==> config.mk <==
export PLATFORM = sky130hd
export DESIGN_NAME = imem_loader
export DESIGN_NICKNAME = d
export VERILOG_FILES = /design/src/rtl/imem_loader_pkg.sv /design/src/rtl/imem_loader_word_assembler.sv /design/src/rtl/imem_loader.sv
export SDC_FILE = /design/constraint.sdc
export NUM_CORES = 1
export LEC_CHECK = 0
export CAP_MARGIN = 20
export CORE_MARGIN = 2
export CORE_UTILIZATION = 53
export DETAILED_ROUTE_END_ITERATION = 6
export GPL_ROUTABILITY_DRIVEN = 0
export GPL_TIMING_DRIVEN = 0
export PLACE_DENSITY = 0.89
export SLEW_MARGIN = 10
export SYNTH_ARGS = -nofsm -noshare
export SYNTH_HDL_FRONTEND = slang
export SYNTH_SLANG_ARGS = --single-unit
==> constraint.sdc <==
create_clock -name clock -period 2.87 [get_ports clock]
set_input_delay 0.574 -clock clock [delete_from_list [all_inputs] [get_ports clock]]
set_output_delay 0.574 -clock clock [all_outputs]
set_load 0.02 [all_outputs]
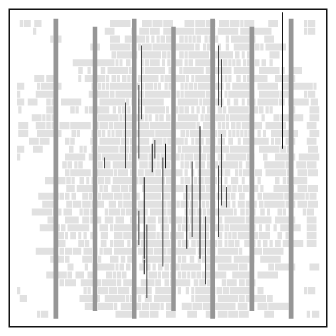
*The metal 4 layer*
Supply wires on this layer in grey. Cells faint in the background.
nets with wire on the layer: 19
wire length on this layer: 462 um
longest straight run: 46.9 um
main direction: vertical
final WL: 15,400 um
via count: 5,481

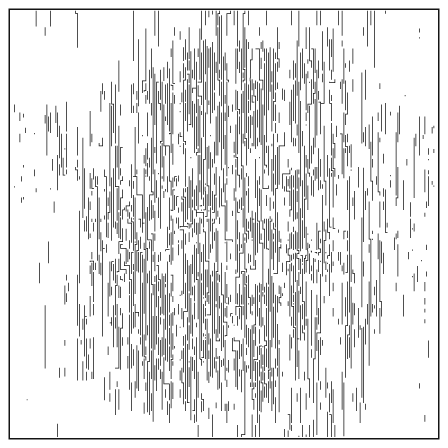
*M2 wires*
share of all routed wire: 47%
longest straight run: 34.7 um
nets with wire on the layer: 703
met2 usage: 41.2%

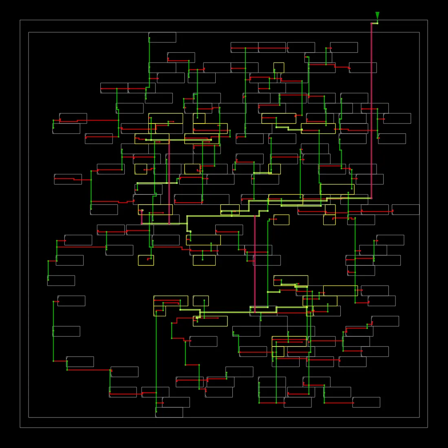
*Clock wiring as the flow saved it*
clock buf count: 17
clk_skew: 12.3 ps
cts bufs inserted: 17

==> reports/metrics.csv <==
metric;value;unit
max reg flops;32;
final setup vio count;0;
number of max-cap violations;0;
Setup crit end kind;flop;
TritonCTS clock tree;built;
Seq/Total Area, Yosys;44.9;%
drt drc;0;
core area;10800;sq um
Antenna diodes;0;
root buf cell;clkbuf_8;
Crit path depth;8;
detailed-router iteration count before antenna repair;5;
Hold Path Class;reg2reg;
Tool Warnings;27;
PnR Total Power;4.03;mW
PD cells;538;nW/um^2
Mapped Avg Cell Area;8.38;sq um
share of cells above drive strength 1;10.9;%
H-Tree Depth;4;
Die Ht;109;um
Max VDD drop;379;uV
minimum clock period;2750;ps
clock buffer depth;2;
slew at the pin closest to its max-slew limit;715;ps
Vias/cell;5.66;
most numerous logic cell after layout;nand2_1;
Worst-Skew Late Latency;530;ps
most frequent cells in the layout;163 x nand2_1, 132 x dfxtp_1, 92 x a21oi_1;
CP startpoint kind;flop;
WL/cell;15.9;um
top-level I/O count;97;
cell at the slowest stage of the critical path;dfxtp_1;
Most used DFF post-synth;dfxtp_1;
peak per-stage delay on the critical path;480;ps
number of enable flip-flop cells;0;
first-pass GRT wire length;24100;um
mapped cell area;5880;sq um
Global Route Usage Sum;25.7;%
Area after DPL;6910;sq um
final hold vios;0;
R2R cell count;8;
clock sinks;132;
RSZ-0062 raised after global routing;false;
Layout area overhead;27.0;%
Initial Util;54.3;%
Yosys Instances;702;
cell depth of the worst hold path;2;
largest net degree at the start of global routing;17;
async set-or-reset flop fraction in the synthesized netlist;0;%
# port buffers;79;
Post CTS Setup Buffer Count;0;
Yosys reg bits;132;
FMAX;364;MHz
initial antenna violation count;0;
most used cell, CP;xor2_1;
placed cells;936;
Yosys Chip Area;5880;sq um
reg-to-reg setup timing slack;120;ps
Antenna Nets Post-Route;0;
post-route insts no fill;968;
hold slack;453;ps
Static Leak;2.66;nW
status;completed;
delay-heaviest family, CP;simple AND/OR/NAND/NOR gates;
Final Cell Area;7480;sq um
fin nets;831;
CP Cell Sequence;ha_1 > nand3_4 > nor2_1 > xor2_1 > xor2_1 > nand4b_1 > or3_1 > a21oi_1;
relative max-transition margin;52.1;%
per-layer routing:
layer  track usage (%)  up-vias  part of all wire, %
met5                 0        -                    0
met4              10.6        0                  3.0
met3              5.04       47                  8.2
met2              41.2      293                   47
met1              34.1     2562                   42
li1                  -     2579                    -
cell families after synthesis:
kind of cell	count (synthesis)	share of synthesized area [%]
buffers and inverters	76	7.74
adder cells (fa/ha/maj)	5	1.02
flip-flops	132	44.9
multiplexers	14	2.42
other	1	0.0637
AND/OR/NAND/NOR	309	26.0
XOR/XNOR	34	5.19
AND-OR/OR-AND	131	12.7
power by group:
group	internal [mW]	switching (mW)
Sequential	1.84	0.00367
Clock	1.10	0.923
Combinational	0.0508	0.107
Total	2.99	1.03
tightest hold or removal path, stage by stage, from the launching register on:
cell and delay (ps):
dfxtp_1 310, nand2_1 50, a21oi_1 50
per-stage QoR:
step | util [%] | TNS (ps) | setup WS (ps)
finish | 69.0 | 0 | 122
global route | 69.0 | 0 | 25.0
CTS | 68.8 | 0 | 75.4
detailed placement | 63.7 | -7050 | -252
global placement | 63.7 | -5870 | -228
floorplan | - | 0 | 557
synth_stat cells, types with 3 or more instances:
cell type    n  area share (%)
nor3_1      15             1.3
o21ai_0     12             1.0
nand4_2      3            0.64
nand2b_1     4            0.43
a21oi_1     92             7.8
nor2_1      41             2.6
nand3_1     13             1.1
or2_2        3            0.32
buf_1        3            0.19
dfxtp_1    132              45
mux2i_1     12             2.0
buf_4       16             2.0
nor4_1       4            0.43
or3_1       12             1.3
xnor2_1     23             3.4
and3_1      17             1.8
buf_2        6            0.51
a22oi_1      4            0.51
buf_6        5            0.96
ha_1         4            0.85
nor3b_1      3            0.38
or4_1        6            0.77
inv_1       10            0.64
nand2_1    164              10
clkbuf_1    29             1.8
clkbuf_8     5             1.2
a31oi_1      3            0.32
xor2_1      10             1.5
final cells by class:
type | instances | area (sq um)
inverters | 10 | 37.5
clock inverters | 15 | 139
multi-input cells | 509 | 2860
well taps | 140 | 175
repair buffers | 79 | 791
flip-flops and latches | 132 | 2640
clock buffers | 17 | 414
fillers | 819 | 3360
plain buffers | 66 | 418
what timing repair did:
item                                    CTS  global route
endpoints found under the setup margin    0            18
gates resized                             0             3
hold buffers                              0             0
No activity file was given, so power comes from the tool's default toggle rates.
